File: src/rtl/fifo_pkg.sv
// Shared FIFO definitions.
//  FIFO_REG / FIFO_FWFT : read-port mode constants for the SHOW_AHEAD parameter.
//  fifo_depth()         : number of words held by a FIFO with a given pointer width.
package fifo_pkg;

  localparam int unsigned FIFO_REG  = 0;  // registered read, data one cycle after pop
  localparam int unsigned FIFO_FWFT = 1;  // show-ahead, head word visible while not empty

  function automatic int unsigned fifo_depth(input int unsigned addr_size);
    return 32'd1 << addr_size;
  endfunction

endpackage

File: src/rtl/fifo_mem_dp.sv
// 1-write/1-read register array: synchronous write, asynchronous read. Not reset.
// Ports:
//  clk_i    in   1          write clock
//  we_i     in   1          write enable
//  waddr_i  in   ADDR_SIZE  write address
//  wdata_i  in   DATA_SIZE  write data
//  raddr_i  in   ADDR_SIZE  read address
//  rdata_o  out  DATA_SIZE  read data (combinational from raddr_i)
module fifo_mem_dp
  import fifo_pkg::*;
#(
  parameter int unsigned DATA_SIZE = 12,
  parameter int unsigned ADDR_SIZE = 3
) (
  input  logic                 clk_i,
  input  logic                 we_i,
  input  logic [ADDR_SIZE-1:0] waddr_i,
  input  logic [DATA_SIZE-1:0] wdata_i,
  input  logic [ADDR_SIZE-1:0] raddr_i,
  output logic [DATA_SIZE-1:0] rdata_o
);

  localparam int unsigned Depth = fifo_depth(ADDR_SIZE);

  logic [DATA_SIZE-1:0] mem_q [Depth];

  always_ff @(posedge clk_i) begin
    if (we_i) begin
      mem_q[waddr_i] <= wdata_i;
    end
  end

  assign rdata_o = mem_q[raddr_i];

endmodule

File: src/rtl/fifo_sync_param.sv
// Parametrised single-clock FIFO with occupancy count, runtime almost-full/almost-empty
// thresholds, sticky overflow/underflow error and registered or show-ahead read port.
// Ports:
//  clk                    in   1            clock, rising edge
//  reset_L                in   1            asynchronous active-low reset
//  write                  in   1            write request
//  data_in                in   DATA_SIZE    write data
//  read                   in   1            read/pop request
//  err_clr                in   1            clears sticky fifo_error
//  th_fifos_almost_full   in   ADDR_SIZE+1  almost_full threshold (words)
//  th_fifos_almost_empty  in   ADDR_SIZE+1  almost_empty threshold (words)
//  fifo_data_out          out  DATA_SIZE    read data
//  fifo_count             out  ADDR_SIZE+1  occupancy 0..2**ADDR_SIZE
//  fifo_empty             out  1            count == 0
//  fifo_full              out  1            count == depth
//  almost_empty           out  1            count <= almost-empty threshold
//  almost_full            out  1            count >= almost-full threshold
//  fifo_error             out  1            sticky overflow/underflow flag
module fifo_sync_param
  import fifo_pkg::*;
#(
  parameter int unsigned DATA_SIZE  = 12,
  parameter int unsigned ADDR_SIZE  = 3,
  parameter int unsigned SHOW_AHEAD = FIFO_REG
) (
  input  logic                 clk,
  input  logic                 reset_L,
  input  logic                 write,
  input  logic [DATA_SIZE-1:0] data_in,
  input  logic                 read,
  input  logic                 err_clr,
  input  logic [ADDR_SIZE:0]   th_fifos_almost_full,
  input  logic [ADDR_SIZE:0]   th_fifos_almost_empty,
  output logic [DATA_SIZE-1:0] fifo_data_out,
  output logic [ADDR_SIZE:0]   fifo_count,
  output logic                 fifo_empty,
  output logic                 fifo_full,
  output logic                 almost_empty,
  output logic                 almost_full,
  output logic                 fifo_error
);

  // Count value when every slot is occupied (2**ADDR_SIZE).
  localparam logic [ADDR_SIZE:0] FullCount = {1'b1, {ADDR_SIZE{1'b0}}};

  logic [ADDR_SIZE-1:0] wr_ptr_q, wr_ptr_d;
  logic [ADDR_SIZE-1:0] rd_ptr_q, rd_ptr_d;
  logic [ADDR_SIZE:0]   count_q, count_d;
  logic [DATA_SIZE-1:0] data_q, data_d;
  logic                 error_q, error_d;

  logic                 wr_ok;
  logic                 rd_ok;
  logic                 err_set;
  logic [DATA_SIZE-1:0] mem_rdata;

  // Flags are derived from the count register only, never from pointer comparison.
  assign fifo_empty   = (count_q == '0);
  assign fifo_full    = (count_q == FullCount);
  assign almost_empty = (count_q <= th_fifos_almost_empty);
  assign almost_full  = (count_q >= th_fifos_almost_full);
  assign fifo_count   = count_q;
  assign fifo_error   = error_q;

  // A write into a full FIFO is still taken when a pop frees the head slot in the same cycle.
  assign wr_ok   = write & (~fifo_full | read);
  assign rd_ok   = read & ~fifo_empty;
  assign err_set = (write & fifo_full & ~read) | (read & fifo_empty);

  always_comb begin
    wr_ptr_d = wr_ptr_q;
    rd_ptr_d = rd_ptr_q;
    count_d  = count_q;
    data_d   = data_q;
    error_d  = error_q;

    if (wr_ok) begin
      wr_ptr_d = wr_ptr_q + ADDR_SIZE'(1);
    end
    if (rd_ok) begin
      rd_ptr_d = rd_ptr_q + ADDR_SIZE'(1);
      data_d   = mem_rdata;
    end

    unique case ({wr_ok, rd_ok})
      2'b10:   count_d = count_q + (ADDR_SIZE + 1)'(1);
      2'b01:   count_d = count_q - (ADDR_SIZE + 1)'(1);
      default: count_d = count_q;
    endcase

    // A new error in the same cycle as err_clr keeps the flag set.
    if (err_set) begin
      error_d = 1'b1;
    end else if (err_clr) begin
      error_d = 1'b0;
    end
  end

  always_ff @(posedge clk or negedge reset_L) begin
    if (!reset_L) begin
      wr_ptr_q <= '0;
      rd_ptr_q <= '0;
      count_q  <= '0;
      data_q   <= '0;
      error_q  <= 1'b0;
    end else begin
      wr_ptr_q <= wr_ptr_d;
      rd_ptr_q <= rd_ptr_d;
      count_q  <= count_d;
      data_q   <= data_d;
      error_q  <= error_d;
    end
  end

  fifo_mem_dp #(
    .DATA_SIZE (DATA_SIZE),
    .ADDR_SIZE (ADDR_SIZE)
  ) u_mem (
    .clk_i   (clk),
    .we_i    (wr_ok),
    .waddr_i (wr_ptr_q),
    .wdata_i (data_in),
    .raddr_i (rd_ptr_q),
    .rdata_o (mem_rdata)
  );

  // Show-ahead presents the head word directly; while empty it shows the last popped word
  // (zero after reset) rather than stale array contents.
  if (SHOW_AHEAD == FIFO_FWFT) begin : g_fwft
    assign fifo_data_out = fifo_empty ? data_q : mem_rdata;
  end else begin : g_reg
    assign fifo_data_out = data_q;
  end

endmodule

File: config.mk
export PLATFORM = sky130hd
export DESIGN_NAME = fifo_sync_param
export DESIGN_NICKNAME = d
export VERILOG_FILES = /design/src/rtl/fifo_pkg.sv /design/src/rtl/fifo_mem_dp.sv /design/src/rtl/fifo_sync_param.sv
export SDC_FILE = /design/constraint.sdc
export NUM_CORES = 1
export LEC_CHECK = 0
export CAP_MARGIN = 30
export CORE_ASPECT_RATIO = 0.6
export CORE_UTILIZATION = 57
export CTS_CLUSTER_SIZE = 12
export DETAILED_ROUTE_END_ITERATION = 6
export GPL_TIMING_DRIVEN = 0
export PLACE_DENSITY = 0.76
export SYNTH_ARGS = -nofsm -noshare
export SYNTH_HDL_FRONTEND = slang
export SYNTH_SLANG_ARGS = --single-unit
File: constraint.sdc
create_clock -name clk -period 3.15 [get_ports clk]
set_clock_uncertainty 0.15 [all_clocks]
set_input_delay 0.4725 -clock clk [delete_from_list [all_inputs] [get_ports clk]]
set_output_delay 0.4725 -clock clk [all_outputs]
set_load 0.05 [all_outputs]
**Cell outlines without signal wires**

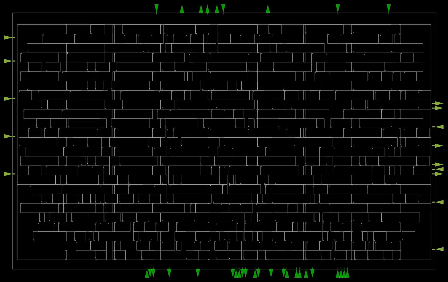
final core occ: 0.757
flop count: 119
Tapcell Cnt: 108
Layout Cells excl Fill: 506
Seq area share: 0.562

==> flow_summary.json <==
{
  "port_buffers": 45,
  "initial_core_util": 0.608,
  "clock-sinks": 119,
  "tightestPinTransition_ps": 649,
  "edf_count": 96,
  "vias": 2947,
  "ir_drop_uv": 692,
  "yosys_register_bits": 119,
  "powerDensity_nw_per_um2": 1000,
  "rows": 25,
  "clk_pin_slew_ps": 50,
  "use_met3": 0.0729,
  "timing.rr.start": "fifo_count[1]",
  "fin_ws_ps": 110,
  "finalPower_w": 0.00618,
  "drive_above_1_share": 0.183,
  "setup_viol": 0,
  "fp.dieH_um": 74.1,
  "yosys_area_um2": 4940,
  "areaGrowthSynthToFinish_pct": 24.6,
  "xor_share": 0.0142,
  "ys_sh_adder": 0.0329,
  "grt_pass1_wl_mm": 15.9,
  "ys.warnings.count": 0,
  "ys_cells": 313,
  "postSynthAreaPerCell_um2": 15.8,
  "p_leak_nw": 2.33,
  "path_cells": "ha_1 > nor2b_1 > o21a_1 > o21a_1 > o21ai_1 > clkdlybuf4s15_1",
  "syn-cell-area_um2": 4940,
  "relSlewSlack": 0.565,
  "async_flop_share": 0.193,
  "crit_slowest_cell": "dfrtp_1",
  "maxSlewViolCount": 0,
  "overflow": 0,
  "setup.worst_path.end_class": "output pin",
  "wl_mm": 10.4,
  "dpl.hpwl_mm": 7.22,
  "cpMostUsedCell": "o21a_1",
  "netlist_instances": 313,
  "maxCapViolations": 0,
  "drt-initial-drc-count": 280,
  "yosysTopAreaCell": "edfxtp_1",
  "route.detailed.drc": 0,
  "num_io_pins": 46,
  "hold_viol_final": 0,
  "ys_sh_aoi": 0.0729,
  "synth.logic.top_family": "multiplexers",
  "regToRegSetupSlack_ps": 260,
  "holdBufCountCts": 0,
  "rsz0062_at_grt": "false",
  "fin_nets": 424,
  "fillCellCount": 503,
  "crit_path_start_kind": "flip-flop",
  "synth.top_cell.area_share": 0.583,
  "ys_seq_share": 0.700,
  "critPathKind": "flip-flop to output pin",
  "ff_type": "edfxtp_1",
  "grt_usage": 0.255,
  "dieWidth_um": 122,
  "synth_cell_type_count": 34,
  "status": "complete, no violations",
  "met1_usage": 0.347,
  "wire_per_inst_um": 20.5,
  "grt_max_degree": 18,
  "grt_util_met2": 0.402,
  "ys_top_cells_by_area": "edfxtp_1 (58%), dfrtp_1 (12%), mux2_2 (5.7%), mux2i_1 (4.9%), ha_1 (3.3%)",
  "coreArea_um2": 8130,
  "worst_hold_path_type": "input port to async pin",
  "antenna_found_initial": 0,
  "grt_busiest_layer": "met2",
  "cts_tree": "built",
  "n_antenna_cell": 0,
  "clock_latency_ps": 400,
  "gp_congestion": 0.784,
  "numCtsBuffers": 17,
  "worstReg2RegEnd": "fifo_count[2]",
  "r2r_cells": 10,
  "synth_nets": 351,
  "dp_slack_ps": -108,
  "clk_path_buf_depth": 2,
  "simple_gate_area_frac": 0.0496,
  "worstPathMaxFanout": 10
}
**Placed cells, one colour a class**

Drawn at 4 px/um.
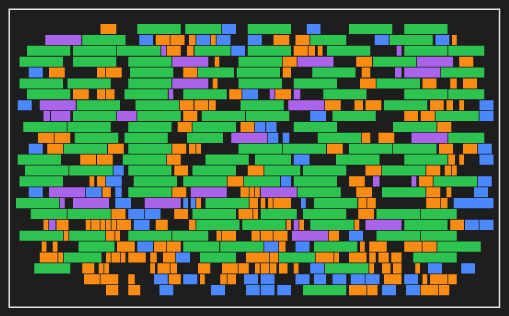
Key: clock drivers and dummy loads = purple [cells 31, share of their area 8.4%]; remaining buffers and delay cells = blue [cells 66, share of their area 11%]; sequential cells = green [cells 119, share of their area 57%]; combinational and other logic = orange [cells 182, share of their area 23%]

per-stage QoR:
stage          hold WS, ps   util  TNS, ps  cell area (um^2)
2_1_floorplan         26.9      -        0              4940
3_3_place_gp           317  0.680   -25080              5530
3_5_place_dp           328  0.695     -153              5650
4_1_cts                257  0.756        0              6150
5_1_grt                264  0.757        0              6150
6_report               250  0.757        0              6150
cell usage in the layout (no fill, tap or decap), types with 3 or more instances in the layout:
cell             instances
ha_1                    13
edfxtp_1                96
dfrtp_1                 22
nor2b_1                  4
o22ai_1                 13
a21o_1                   3
clkdlybuf4s50_1         43
xor2_1                   4
clkinv_2                 5
nand2b_1                 5
nor2_1                   9
buf_4                    5
nand2_1                 25
inv_1                    9
xnor2_1                  4
o21ai_0                  5
mux2i_1                 24
a221o_1                 12
mux2_2                  25
clkbuf_1                 9
a21oi_1                  3
buf_6                   10
o21ai_1                  8
clkbuf_16               17
routing by layer:
metal / up-vias / share of wire
li1: 1353 / -
met1: 1481 / 0.45
met2: 103 / 0.47
met3: 10 / 0.070
met4: 0 / 0.0083
met5: - / 0
cell usage after synthesis, drive strengths merged (2+ instances only):
master,number
a21o,3
a21oi,3
a221o,12
buf,9
clkbuf,3
dfrtp,23
edfxtp,96
ha,13
inv,10
mux2,25
mux2i,24
nand2,25
nand2b,5
nor2,9
nor2b,4
nor3,4
o21a,2
o21ai,14
o22ai,13
xnor2,4
xor2,4
power breakdown:
part	internal, W	total (W)	leakage, nW	switching [W]
registers	0.00203	0.00225	1.15	0.000222
clock network	0.00103	0.00163	0.252	0.000602
logic	0.000933	0.00231	0.929	0.00137
total	0.00399	0.00618	2.33	0.00220
final cells by class:
class | count | area [um^2] | area share
flip-flops and latches | 119 | 3460 | 0.562
well taps | 108 | 135 | 0.0220
clock buffers | 25 | 475 | 0.0773
clock inverters | 6 | 28.8 | 0.00468
inverters | 10 | 37.5 | 0.00610
plain buffers | 12 | 85.1 | 0.0138
multi-input cells | 172 | 1370 | 0.223
repair buffers | 54 | 563 | 0.0915
how the worst max path moves through the flow:
stage                                   from           endpoint  slack (ps)  cells after the start
finish                         fifo_count[1]       almost_empty         110                      6
global route                   fifo_count[1]       almost_empty           6                      6
CTS                            fifo_count[0]        almost_full          60                      7
detailed placement  th_fifos_almost_empty[1]       almost_empty        -110                      8
global placement                        read  u_mem.mem_q[0][6]        -820                      5
floorplan                      fifo_count[1]       almost_empty         290                      5
what timing repair did:
| action | in CTS | in global routing |
|---|---|---|
| setup buffers | 0 | 0 |
| endpoints found under the setup margin | 2 | 2 |
| resized | 2 | 2 |
flip-flops by register name, indices dropped and copies added (netlist names):
name,count
fifo_data_out,12
fifo_error,1
rd_ptr_q,3
fifo_count,4
wr_ptr_q,3
u_mem.mem_q,96
critical path, delay by kind of cell (launching register included):
kind / cells / cell delay (ps)
AND-OR/OR-AND: 3 / 430
adder cells (fa/ha/maj): 1 / 330
buffers and inverters: 1 / 510
flip-flops: 1 / 610
AND/OR/NAND/NOR: 1 / 130
No activity file was given, so power comes from the tool's default toggle rates.
